===== src/rtl/bin_bcd_display_feeder.sv =====
// -----------------------------------------------------------------------------
// bin_bcd_display_feeder
//
// Sequential binary-to-BCD converter for the 4-digit seven-segment display
// stage. Uses the shift-add-3 (double dabble) method, one input bit per clock.
// After a value is accepted it takes WIDTH shift cycles plus one commit cycle.
// The display outputs are registered and only change at commit.
//
// Parameters
//   WIDTH     binary input width, 4..14
//   BLANK_LZ  1: report leading zero digits as blanked on LEs; 0: LEs stay 0
//
// Ports
//   clk        system clock, rising edge
//   rst        asynchronous reset, active low
//   in_value   binary value to convert
//   in_points  decimal points shown together with this value
//   in_valid   request; accepted on an edge where in_valid & in_ready
//   in_ready   high while idle
//   hexs       BCD digits {thousands, hundreds, tens, ones}
//   points     decimal points captured at accept, updated at commit
//   LEs        per-digit blank enable, 1 = digit blanked
//   ovf        last committed value was above 9999 (hexs shows 9999)
//   done       one-cycle pulse in the cycle after the outputs were updated
// -----------------------------------------------------------------------------
module bin_bcd_display_feeder #(
    parameter int WIDTH    = 14,
    parameter bit BLANK_LZ = 1'b1
) (
    input  logic             clk,
    input  logic             rst,
    input  logic [WIDTH-1:0] in_value,
    input  logic [3:0]       in_points,
    input  logic             in_valid,
    output logic             in_ready,
    output logic [15:0]      hexs,
    output logic [3:0]       points,
    output logic [3:0]       LEs,
    output logic             ovf,
    output logic             done
);

    // Shift register layout: {bcd[15:0], binary[WIDTH-1:0]}
    localparam int SR_W  = 16 + WIDTH;
    localparam int CNT_W = $clog2(WIDTH);
    localparam logic [CNT_W-1:0] LAST_SHIFT = CNT_W'(WIDTH - 1);
    localparam logic [3:0] LES_RESET = BLANK_LZ ? 4'b1110 : 4'b0000;

    typedef enum logic [1:0] {
        IDLE  = 2'd0,
        SHIFT = 2'd1,
        DONE  = 2'd2
    } state_t;

    state_t state_reg, state_next;

    logic [SR_W-1:0]  sr_reg;
    logic [SR_W-1:0]  sr_adj;
    logic [CNT_W-1:0] cnt_reg;
    logic [3:0]       points_pend_reg;
    logic             ovf_pend_reg;
    logic             in_over;

    logic             load;
    logic             shift_en;
    logic             commit;

    logic [3:0]       d3, d2, d1;
    logic [3:0]       les_calc;

    // -------------------------------------------------------------------------
    // FSM
    // -------------------------------------------------------------------------
    always_ff @(posedge clk or negedge rst) begin
        if (!rst) begin
            state_reg <= IDLE;
        end else begin
            state_reg <= state_next;
        end
    end

    always_comb begin
        state_next = state_reg;
        load       = 1'b0;
        shift_en   = 1'b0;
        commit     = 1'b0;
        in_ready   = 1'b0;
        case (state_reg)
            IDLE: begin
                in_ready = 1'b1;
                if (in_valid) begin
                    load       = 1'b1;
                    state_next = SHIFT;
                end
            end
            SHIFT: begin
                shift_en = 1'b1;
                if (cnt_reg == LAST_SHIFT) begin
                    state_next = DONE;
                end
            end
            DONE: begin
                commit     = 1'b1;
                state_next = IDLE;
            end
            default: begin
                state_next = IDLE;
            end
        endcase
    end

    // -------------------------------------------------------------------------
    // Add-3 correction on each BCD nibble before the shift. The adjustment is
    // confined to its own nibble; any wrap only occurs for inputs above 9999,
    // whose result is replaced by 9999 at commit anyway.
    // -------------------------------------------------------------------------
    assign sr_adj[WIDTH-1:0] = sr_reg[WIDTH-1:0];

    generate
        for (genvar gi = 0; gi < 4; gi++) begin : g_nibble_adj
            logic [3:0] nib;
            assign nib = sr_reg[WIDTH + 4*gi +: 4];
            assign sr_adj[WIDTH + 4*gi +: 4] = (nib >= 4'd5) ? (nib + 4'd3) : nib;
        end
    endgenerate

    // Widen before comparing so narrow WIDTH settings compare correctly
    assign in_over = ({{(32 - WIDTH){1'b0}}, in_value} > 32'd9999);

    // -------------------------------------------------------------------------
    // Conversion datapath
    // -------------------------------------------------------------------------
    always_ff @(posedge clk or negedge rst) begin
        if (!rst) begin
            sr_reg          <= '0;
            cnt_reg         <= '0;
            points_pend_reg <= 4'b0000;
            ovf_pend_reg    <= 1'b0;
        end else if (load) begin
            sr_reg          <= {16'b0, in_value};
            cnt_reg         <= '0;
            points_pend_reg <= in_points;
            ovf_pend_reg    <= in_over;
        end else if (shift_en) begin
            sr_reg  <= sr_adj << 1;
            cnt_reg <= cnt_reg + 1'b1;
        end
    end

    // -------------------------------------------------------------------------
    // Leading-zero blanking; the ones digit is never blanked
    // -------------------------------------------------------------------------
    assign d3 = sr_reg[WIDTH + 12 +: 4];
    assign d2 = sr_reg[WIDTH + 8  +: 4];
    assign d1 = sr_reg[WIDTH + 4  +: 4];

    always_comb begin
        les_calc = 4'b0000;
        if (BLANK_LZ) begin
            les_calc[3] = (d3 == 4'd0);
            les_calc[2] = les_calc[3] & (d2 == 4'd0);
            les_calc[1] = les_calc[2] & (d1 == 4'd0);
            les_calc[0] = 1'b0;
        end
    end

    // -------------------------------------------------------------------------
    // Output registers: updated only at commit, held otherwise
    // -------------------------------------------------------------------------
    always_ff @(posedge clk or negedge rst) begin
        if (!rst) begin
            hexs   <= 16'h0000;
            points <= 4'b0000;
            LEs    <= LES_RESET;
            ovf    <= 1'b0;
            done   <= 1'b0;
        end else begin
            done <= commit;
            if (commit) begin
                points <= points_pend_reg;
                if (ovf_pend_reg) begin
                    hexs <= 16'h9999;
                    LEs  <= 4'b0000;
                    ovf  <= 1'b1;
                end else begin
                    hexs <= sr_reg[SR_W-1 -: 16];
                    LEs  <= les_calc;
                    ovf  <= 1'b0;
                end
            end
        end
    end

endmodule


===== config.mk =====
export PLATFORM = sky130hd
export DESIGN_NAME = bin_bcd_display_feeder
export DESIGN_NICKNAME = d
export VERILOG_FILES = /design/src/rtl/bin_bcd_display_feeder.sv
export SDC_FILE = /design/constraint.sdc
export NUM_CORES = 1
export LEC_CHECK = 0
export CORE_AREA = 2 2 112 103
export CTS_CLUSTER_SIZE = 20
export DETAILED_ROUTE_END_ITERATION = 8
export DIE_AREA = 0 0 114 105
export HOLD_SLACK_MARGIN = 0.15
export PLACE_DENSITY = 0.51
export SYNTH_ARGS = -nofsm -noshare
export SYNTH_HDL_FRONTEND = slang
export SYNTH_SLANG_ARGS = --single-unit

===== constraint.sdc =====
create_clock -name clk -period 2.5 [get_ports clk]
set_input_delay 0.25 -clock clk [delete_from_list [all_inputs] [get_ports clk]]
set_output_delay 0.25 -clock clk [all_outputs]
set_load 0.03 [all_outputs]

met2.png
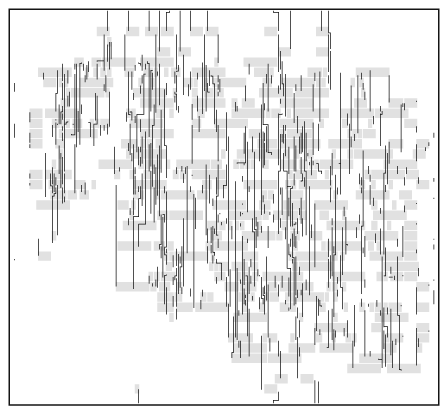
main direction: vertical
longest straight run: 41.5 um
share of all routed wire: 44%
nets with wire on the layer: 310

gate_families.png
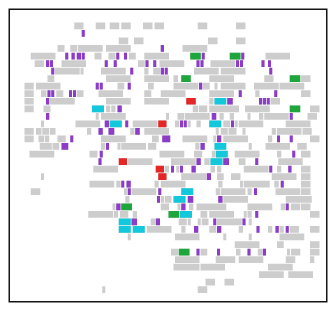
legend:
  AND-OR and OR-AND gates:
    color: red
    cells: 5
    where: center
  adder and majority cells:
    color: cyan
    cells: 13
    where: center
  multiplexers:
    color: green
    cells: 8
  NAND gates:
    color: purple
    cells: 100

final_congestion.png
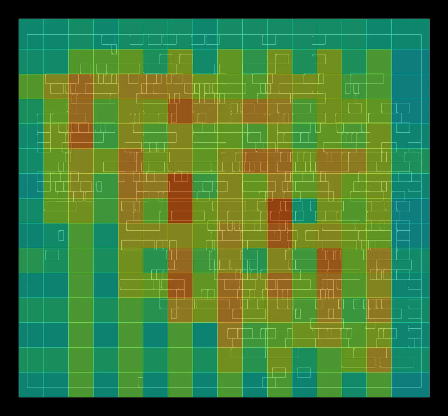
met3 GRT Util: 3.538%
GR Layer Usage met1: 18.23%
met2 Use GR: 18.84%

met3.png
The bar under the picture is 20 um long.
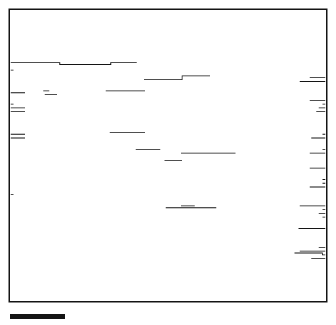
nets with wire on the layer: 38
main direction: horizontal
share of all routed wire: 4.0%
wire length on this layer: 284 um

[metrics by stage]
stage	setup slack (ns)	instances	util, %	hold slack [ns]
5_1_grt	0.4959	503	37.25	0.4625
4_1_cts	0.5316	503	37.25	0.4405
2_1_floorplan	0.9448	317	-	-0.04559
3_3_place_gp	0.7263	486	34.19	0.3236
3_5_place_dp	0.6796	486	34.19	0.3287
6_report	0.5690	503	37.25	0.4470
[timing repair]
item	4_1_cts	5_1_grt
hold endpoints to repair	26	0
setup buffers	0	0
hold buffers	1	0
[power by group through the flow]
stage / registers [mW] / clock network [mW] / logic, mW
6_report: 1.90 / 1.36 / 2.10
5_1_grt: 1.97 / 1.44 / 2.37
4_1_cts: 1.90 / 1.39 / 2.12
3_5_place_dp: 1.91 / 0 / 2.11
3_3_place_gp: 1.91 / 0 / 2.07
2_1_floorplan: 2.08 / 0 / 1.21
[layer usage]
layer	up-vias	part of all wire [%]	track usage (%)
met5	-	0	0
met4	0	0.44	3.397
met3	2	4.0	3.538
met2	50	44	18.84
met1	1140	52	18.23
li1	1171	-	-
[critical path: cells and delay by family (launching register included)]
kind	cells	cell delay (ns)
flip-flops	1	0.52
buffers and inverters	1	0.69
AND/OR/NAND/NOR	1	0.15
[kinds of logic after synthesis]
kind of cell    Yosys count  synth area share, %
compound gates           67                13.36
xor+xnor                  5                1.425
fa+ha+maj                13                5.293
buf+inv                  29                4.560
flops                    66                53.87
mux                       8                2.891
other cells               1               0.1220
simple gates            128                18.49
[final cells by class]
| type | instances | share of cell area (%) |
|---|---|---|
| Inverter | 12 | 1.128 |
| Sequential cell | 66 | 41.45 |
| Clock inverter | 6 | 2.256 |
| Timing Repair Buffer | 54 | 13.28 |
| Multi-Input combinational cell | 222 | 31.99 |
| Clock buffer | 10 | 5.733 |
| Tap cell | 133 | 4.167 |
==> results.sh <==
# source this file to load flow results
export IMPL_drc=0
export IMPL_outcome="complete, no violations"
export IMPL_cp_arrival_ns=1.68
export IMPL_synthTopCellsByCount="nand2_1 (75), dfrtp_1 (63), o21ai_0 (33), nand3_1 (18), nor2_1 (16)"
export IMPL_cap_violations=0
export IMPL_wl_um=7125
export IMPL_drt_iter0_markers=112
export IMPL_cts_resized=0
export IMPL_cp_max_fo=10
export IMPL_synth_seq_share_pct=53.87
export IMPL_tns_ns=0
export IMPL_grt_pass1_wl_um=12120
export IMPL_yosysWarningCount=0
export IMPL_row_count=36
export IMPL_holdPathEnd="points_pend_reg[3]$_DFFE_PN0P_"
export IMPL_p_leak_nw=1.799
export IMPL_avgRoutedWirePerCell_um=14.17
export IMPL_yosysTopAreaCell="dfrtp_1"
export IMPL_edf_count=0
export IMPL_required_ns=2.25
export IMPL_ant_nets=0
export IMPL_boundaryPins=48
export IMPL_avgSynthCellArea_um2=9.694
export IMPL_final_cell_mix="nand2_1 (75), dfrtp_1 (63), clkdlybuf4s50_1 (45), o21ai_0 (33), nand3_1 (18)"
